Design alu_core, sky130hd; sources not shown.
Wire density map:
(2 px per um) 25 x 37 tiles, from white (low) to dark blue (high), scaled to the fullest tile. Values are wire area over tile area, all layers added.
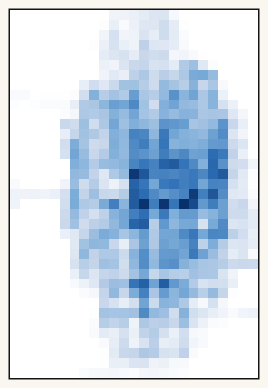
- fullest tile: 0.91
- emptiest ninth of the die: bottom left
- tiles over half the peak: 15%
wire per inst: 21.79 um
drt total wl: 25.52 mm
DR vias: 6971
Total Routing Usage GR: 22.37%

Drive-strength map:
(2 px per um)
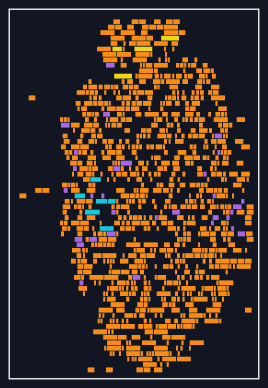
- drive 6 and up: yellow (cells 4; share 0.44%)
- drive 3 to 4: cyan (cells 6; share 0.66%)
- drive 1 or less: orange (cells 862; share 95%)
- drive 2: purple (cells 31; share 3.4%)
final setup margin: 1.502 ns
Area Growth Syn to Fin: 12.66%
design area: 7303 um2
Non-CTS buffers: 84

Cell classes on the final placement:
(2 px per um)
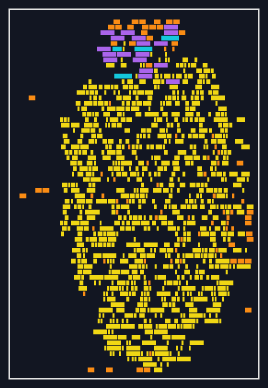
- flops: purple (cells 18; share of their area 5.2%)
- other buffers and delay cells: orange (cells 84; share of their area 8.1%)
- all other logic: yellow (cells 797; share of their area 85%)
- clock drivers and dummy loads: cyan (cells 4; share of their area 1.3%)
row cnt: 65
final core utilization: 34.54%

Metal 3:
(1.5 px per um)
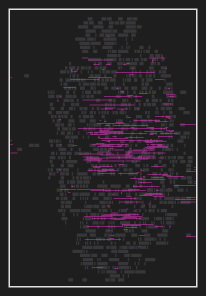
- nets with wire on the layer: 116
- wire length on this layer: 1670 um
- share of all routed wire: 6.5%
- main direction: horizontal
- longest straight run: 59.1 um
grt met3 use: 2.450%

Placed standard cells:
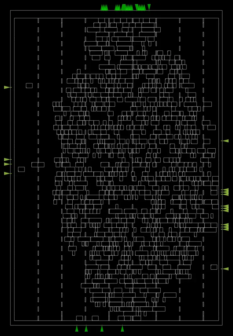
Filler Cells Inserted: 2275
core area: 21150 um2
Seq cells: 18
Final Instance Count excl. Fillers: 1171

==> results.yml <==
# yosys + openroad results
min_path:
  hp-class: "in -> reg"
  hold_depth: 2
setup_path:
  cp.arrival_ns: 18.33
  worstSetupEndpointType: "register"
  slowest_stage: "clkdlybuf4s50_1"
  critPathKind: "in -> reg"
sta:
  drv_slew: 0
  finalSetupTns_ns: 0
  finalCritPeriodShare_pct: 92.37
  worstMarginPinSlew_ns: 0.9479
die:
  die_area_um2: 22820
flow_run:
  tool_warnings: 48
  cap_violations: 0
synth:
  edf_count: 0
  async_flop_share_pct: 0
  area_leaders: "ha_1, fa_1, dfxtp_1, nor2_1, a21oi_1"
  syn-mean-instance-area_um2: 7.547
  yosysSeqAreaShare_pct: 5.559
  ys_sh_aoi_pct: 26.08
  top_cells_by_count: "ha_1, nor2_1, inv_1, nand2_1, a21oi_1"
  mappedNetlistArea_um2: 6482
  synth_area_leader_cell: "ha_1"
  synthCells: 859
  ys_sh_simple_pct: 21.96
  ys_ff: 18
route:
  drcViolationCount: 0
  drt-initial-drc-count: 656
  first_pass_iters: 5
  via_per_inst: 5.953
power_and_ir_drop:
  p_total_uw: 435.5
  p_leak_nw: 3.199
  ir_drop_mv: 0.03236
place:
  port_buffers: 38
  gp_congestion: 1.007
  place_hpwl_mm: 20.13
clock_network:
  cts_tree: "done"
  cts_max_path_buffers: 2
  clock-sinks: 18
grt:
  grt_overflow: 0
  grt_pass1_wl_mm: 39.01
status:
  status: "finished, final reports clean"
layout:
  final_layout_size_suffix_gt1_share_pct: 4.540
  ff_latch_area_um2: 360.3
  largest_reg_flops: 16
-- cell type report --
cell class / count / share of cell area, %
Inverter: 77 / 3.958
Clock buffer: 4 / 1.216
Sequential cell: 18 / 4.934
Tap cell: 268 / 4.591
Timing Repair Buffer: 40 / 5.345
Multi-Input combinational cell: 720 / 77.54
Buffer: 44 / 2.416
-- power by group --
group / internal, mW / leakage, nW / total, mW / switching [mW]
clock: 0.0309 / 0.0442 / 0.0440 / 0.0131
combinational: 0.136 / 3.01 / 0.350 / 0.214
sequential: 0.0402 / 0.148 / 0.0413 / 0.00112
-- cell usage in the layout (no fill, tap or decap), types with 13 or more instances in the layout --
cell type / netlist / layout
ha_1: 102 / 102
nor2_1: 81 / 81
inv_1: 72 / 72
nand2_1: 66 / 66
a21oi_1: 58 / 58
o21ai_0: 40 / 40
fa_1: 39 / 39
clkdlybuf4s50_1: 0 / 38
nor3_1: 33 / 33
clkbuf_1: 32 / 32
xnor2_1: 26 / 26
nand3_1: 20 / 20
dfxtp_1: 18 / 18
o21a_1: 13 / 13
a21o_1: 13 / 13
a31oi_1: 13 / 13
-- kinds of logic after synthesis --
| kind of cell | Yosys count |
|---|---|
| flip-flops | 18 |
| multiplexers | 16 |
| buffers and inverters | 121 |
| AND-OR/OR-AND | 243 |
| AND/OR/NAND/NOR | 285 |
| adder cells (fa/ha/maj) | 141 |
| XOR/XNOR | 35 |
-- metal layers --
layer / GRT usage [%] / vias to the layer above / share of wire (%)
met5: 0 / - / 0
met4: 15.87 / 0 / 8.4
met3: 2.450 / 128 / 6.5
met2: 39.14 / 329 / 49
met1: 24.65 / 3307 / 36
li1: - / 3207 / -
-- per-stage QoR --
stage	cell area [um2]	utilization, %	worst slack (ns)
detailed placement	7214	34.12	1.645
global placement	7198	34.04	1.630
CTS	7303	34.54	1.815
finish	7303	34.54	1.502
floorplan	6482	-	4.881
global route	7303	34.54	0.6669
No activity file was given, so power comes from the tool's default toggle rates.
